**src/rtl/mine_placer_if.sv**
```systemverilog
// Handshake bundle between game control and the mine placer.
// Game control drives the start request; the placer returns the bitmap.
interface mine_placer_if #(
   parameter int CELLS = 25,
   parameter int IDX_W = 5,
   parameter int CNT_W = 5
);
   logic             in_start;
   logic [15:0]      in_seed;
   logic [CNT_W-1:0] in_mines_num;
   logic [IDX_W-1:0] in_safe_idx;
   logic [CELLS-1:0] out_mines;
   logic [CNT_W-1:0] out_count;
   logic             out_busy;
   logic             out_done;

   modport master (
      output in_start, in_seed, in_mines_num, in_safe_idx,
      input  out_mines, out_count, out_busy, out_done
   );

   modport slave (
      input  in_start, in_seed, in_mines_num, in_safe_idx,
      output out_mines, out_count, out_busy, out_done
   );
endinterface

```
**src/rtl/mine_placer.sv**
```systemverilog
// LFSR-driven mine placement into a ROWS x COLS bitmap.
// Optional MINE_SAFE_CELL_EN keeps the first-click cell clear.
module mine_placer #(
   parameter int ROWS  = 5,
   parameter int COLS  = 5,
   parameter int CELLS = ROWS * COLS,
   parameter int IDX_W = (CELLS > 1) ? $clog2(CELLS) : 1,
   parameter int CNT_W = $clog2(CELLS + 1)
) (
   input logic         in_clka,
   input logic         in_rst_n,
   mine_placer_if.slave bus
);

   localparam logic [15:0] SEED_DEF = 16'hACE1;
`ifdef MINE_SAFE_CELL_EN
   localparam logic [CNT_W-1:0] LIMIT = CNT_W'(CELLS - 1);
`else
   localparam logic [CNT_W-1:0] LIMIT = CNT_W'(CELLS);
`endif

   typedef enum logic [1:0] {IDLE, LOAD, DRAW, DONE} state_t;

   state_t           state_q, state_d;
   logic [15:0]      lfsr_q, lfsr_d, lfsr_step;
   logic [CELLS-1:0] mines_q, mines_d;
   logic [CNT_W-1:0] count_q, count_d, count_inc;
   logic [CNT_W-1:0] target_q, target_d;
   logic [IDX_W-1:0] safe_q, safe_d;
   logic [IDX_W-1:0] cand;
   logic             busy_q, busy_d;
   logic             done_q, done_d;
   logic             occupied, accept;

   assign lfsr_step = {lfsr_q[14:0],
                       lfsr_q[15] ^ lfsr_q[13] ^ lfsr_q[12] ^ lfsr_q[10]};
   assign cand      = lfsr_q[IDX_W-1:0];
   assign count_inc = count_q + CNT_W'(1);

   // Out-of-range candidates read as occupied so they are rejected.
   always_comb begin
      occupied = 1'b1;
      for (int i = 0; i < CELLS; i++)
         if (cand == IDX_W'(i)) occupied = mines_q[i];
   end

`ifdef MINE_SAFE_CELL_EN
   assign accept = !occupied && (cand != safe_q);
`else
   assign accept = !occupied;
`endif

   always_ff @(posedge in_clka or negedge in_rst_n) begin
      if (!in_rst_n) begin
         state_q  <= IDLE;
         lfsr_q   <= SEED_DEF;
         mines_q  <= '0;
         count_q  <= '0;
         target_q <= '0;
         safe_q   <= '0;
         busy_q   <= 1'b0;
         done_q   <= 1'b0;
      end else begin
         state_q  <= state_d;
         lfsr_q   <= lfsr_d;
         mines_q  <= mines_d;
         count_q  <= count_d;
         target_q <= target_d;
         safe_q   <= safe_d;
         busy_q   <= busy_d;
         done_q   <= done_d;
      end
   end

   always_comb begin
      state_d  = state_q;
      lfsr_d   = lfsr_q;
      mines_d  = mines_q;
      count_d  = count_q;
      target_d = target_q;
      safe_d   = safe_q;
      unique case (state_q)
         IDLE, DONE: begin
            // Inputs are captured here so they may change after the edge.
            if (bus.in_start) begin
               state_d  = LOAD;
               lfsr_d   = (bus.in_seed == 16'h0) ? SEED_DEF : bus.in_seed;
               target_d = (bus.in_mines_num > LIMIT) ? LIMIT
                                                     : bus.in_mines_num;
               safe_d   = bus.in_safe_idx;
            end
         end
         LOAD: begin
            mines_d = '0;
            count_d = '0;
            state_d = (target_q == '0) ? DONE : DRAW;
         end
         DRAW: begin
            lfsr_d = lfsr_step;
            if (accept) begin
               for (int i = 0; i < CELLS; i++)
                  if (cand == IDX_W'(i)) mines_d[i] = 1'b1;
               count_d = count_inc;
               if (count_inc == target_q) state_d = DONE;
            end
         end
      endcase
      busy_d = (state_d == LOAD) || (state_d == DRAW);
      done_d = (state_d == DONE);
   end

   assign bus.out_mines = mines_q;
   assign bus.out_count = count_q;
   assign bus.out_busy  = busy_q;
   assign bus.out_done  = done_q;

endmodule

```
**src/flat_wrapper.sv**
```systemverilog
// flat-port wrapper written by rule: the top's interface ports become plain ports
module mine_placer_flat 
#(
   parameter int ROWS  = 5,
   parameter int COLS  = 5,
   parameter int CELLS = ROWS * COLS,
   parameter int IDX_W = (CELLS > 1) ? $clog2(CELLS) : 1,
   parameter int CNT_W = $clog2(CELLS + 1)
)
  (in_clka, in_rst_n, bus_in_start, bus_in_seed, bus_in_mines_num, bus_in_safe_idx, bus_out_mines, bus_out_count, bus_out_busy, bus_out_done);
  mine_placer_if #(.CELLS(CELLS), .IDX_W(IDX_W), .CNT_W(CNT_W)) bus_i ();
  input logic in_clka;
  input logic in_rst_n;
  input wire logic [$bits(bus_i.in_start)-1:0] bus_in_start;
  input wire logic [$bits(bus_i.in_seed)-1:0] bus_in_seed;
  input wire logic [$bits(bus_i.in_mines_num)-1:0] bus_in_mines_num;
  input wire logic [$bits(bus_i.in_safe_idx)-1:0] bus_in_safe_idx;
  output wire logic [$bits(bus_i.out_mines)-1:0] bus_out_mines;
  output wire logic [$bits(bus_i.out_count)-1:0] bus_out_count;
  output wire logic [$bits(bus_i.out_busy)-1:0] bus_out_busy;
  output wire logic [$bits(bus_i.out_done)-1:0] bus_out_done;
  assign bus_i.in_start = bus_in_start;
  assign bus_i.in_seed = bus_in_seed;
  assign bus_i.in_mines_num = bus_in_mines_num;
  assign bus_i.in_safe_idx = bus_in_safe_idx;
  assign bus_out_mines = bus_i.out_mines;
  assign bus_out_count = bus_i.out_count;
  assign bus_out_busy = bus_i.out_busy;
  assign bus_out_done = bus_i.out_done;
  mine_placer #(.ROWS(ROWS), .COLS(COLS), .CELLS(CELLS), .IDX_W(IDX_W), .CNT_W(CNT_W)) u_core (.in_clka(in_clka), .in_rst_n(in_rst_n), .bus(bus_i));
endmodule
```
**config.mk**
```make
export PLATFORM = sky130hd
export DESIGN_NAME = mine_placer_flat
export DESIGN_NICKNAME = d
export VERILOG_FILES = /design/src/rtl/mine_placer_if.sv /design/src/rtl/mine_placer.sv /design/src/flat_wrapper.sv
export SDC_FILE = /design/constraint.sdc
export NUM_CORES = 1
export LEC_CHECK = 0
export CORE_ASPECT_RATIO = 1.5
export CORE_UTILIZATION = 51
export DETAILED_ROUTE_END_ITERATION = 12
export HOLD_SLACK_MARGIN = 0.05
export PLACE_DENSITY = 0.8
export SETUP_SLACK_MARGIN = 0.05
export SLEW_MARGIN = 10
export SYNTH_ARGS = -nofsm -noshare
export SYNTH_HDL_FRONTEND = slang
export SYNTH_SLANG_ARGS = --single-unit
```
**constraint.sdc**
```tcl
create_clock -name in_clka -period 3.4 [get_ports in_clka]
set_input_delay 0.34 -clock in_clka [delete_from_list [all_inputs] [get_ports in_clka]]
set_output_delay 0.34 -clock in_clka [all_outputs]
set_load 0.1 [all_outputs]
```
zoom.png
Window x 4 to 29, y 59 to 84 microns. Cells in gray, sequential cells in the stronger gray; small squares are vias.
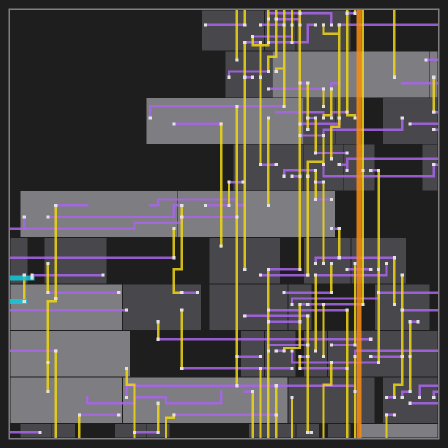
Purple shows met1. Orange shows met4. Cyan shows met3. Yellow shows met2.
Sequential cells in the window: 8. Netlist names of flops here include u_core.lfsr_q (3), u_core.target_q (3). 32 logic cells have their middle in the window. Most frequent: dfrtp_1 (7), a21oi_1 (4).

drive_strength.png
(4 px per micron)
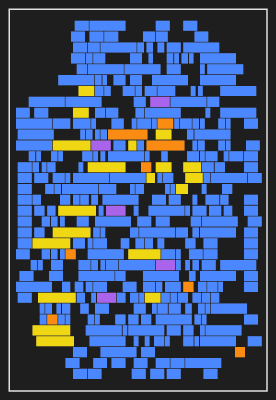
Purple shows drive 6 and up, cells 5, most used clkbuf_8. Yellow shows drive 2, cells 19, most used dfstp_2. Blue shows drive 1 or less, cells 309, most used clkdlybuf4s50_1. Orange shows drive 3 to 4, cells 8, most used buf_4.
Setup WS post-layout: 398 ps
fin area: 3600 sq um
Area Overhead vs Synth: 22.3%

met1.png
(4 px per micron)
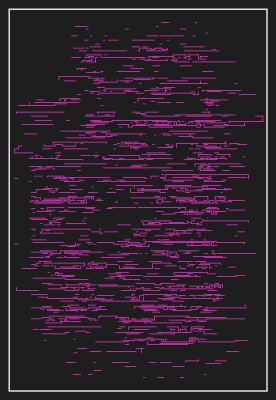
The wires run mostly horizontal. 318 nets have wire on it.
WL final: 6.94 mm
M1 GR Usage: 0.307

==> results.json <==
{
  "status": "finished clean",
  "finalNetCount": 373,
  "cts-htree-levels": 2,
  "grt_pass1_vias": 2492,
  "edf_count": 0,
  "comb_area_frac": 0.403,
  "synthAdderAreaFrac": 0.0170,
  "postCtsHoldBufs": 0,
  "fin_crit_sh": 0.883,
  "nFillCells": 479,
  "crit_cells": 8,
  "ys_sh_xor": 0.0327,
  "cts_buffers": 5,
  "chip_area_sq_um": 6090,
  "io_buffers": 55,
  "postCtsSetupBuffers": 0,
  "hold_path_class": "in -> async",
  "wl_met3_microns": 256,
  "dr.first_iter.drc_count": 206,
  "regArea_sq_um": 1390,
  "start_kind": "flip-flop",
  "fin_cells": 411,
  "worstSetupPathType": "reg -> reg",
  "r2r_cells": 8,
  "nWellTaps": 70,
  "logic_area_sq_um": 1450,
  "warnings": 32,
  "post_drt_wl_per_cell_microns": 16.9,
  "simple_gate_share": 0.158,
  "grt_max_degree": 53,
  "largest_cell_class": "logic gates",
  "clk_path_buf_depth": 2,
  "hpwl_mm": 5.05,
  "grt_overflow": 0,
  "largest_reg_flops": 25,
  "synth_area_per_cell_sq_um": 10.1,
  "cts_resized": 0,
  "numSynthFlops": 55,
  "crit_start": "u_core.lfsr_q[0]",
  "wl_met2_mm": 3.67,
  "ff2ff_setup_slack_ps": 400,
  "clkbuf_count": 8,
  "crit_end": "u_core.bus.out_busy",
  "fp_nets": 324
}
final_congestion.png
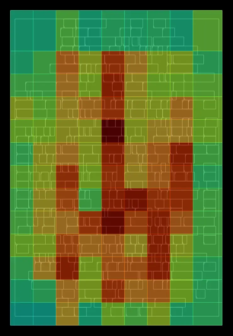
post-layout utilization of the core: 0.651
GRT Total Usage: 0.250
GR Layer Usage met3: 0.0311

cell_classes.png
(4 px per micron)
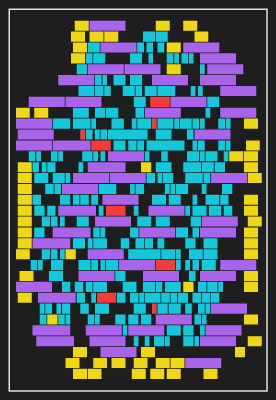
Yellow shows other buffers and delay cells, cells 59, share of their area 16%. Red shows clock drivers and dummy loads, cells 8, share of their area 2.3%. Purple shows flops, cells 55, share of their area 39%. Cyan shows all other logic, cells 219, share of their area 42%.
core area: 5530 sq um
flop share of the area: 0.385
Row Count: 33

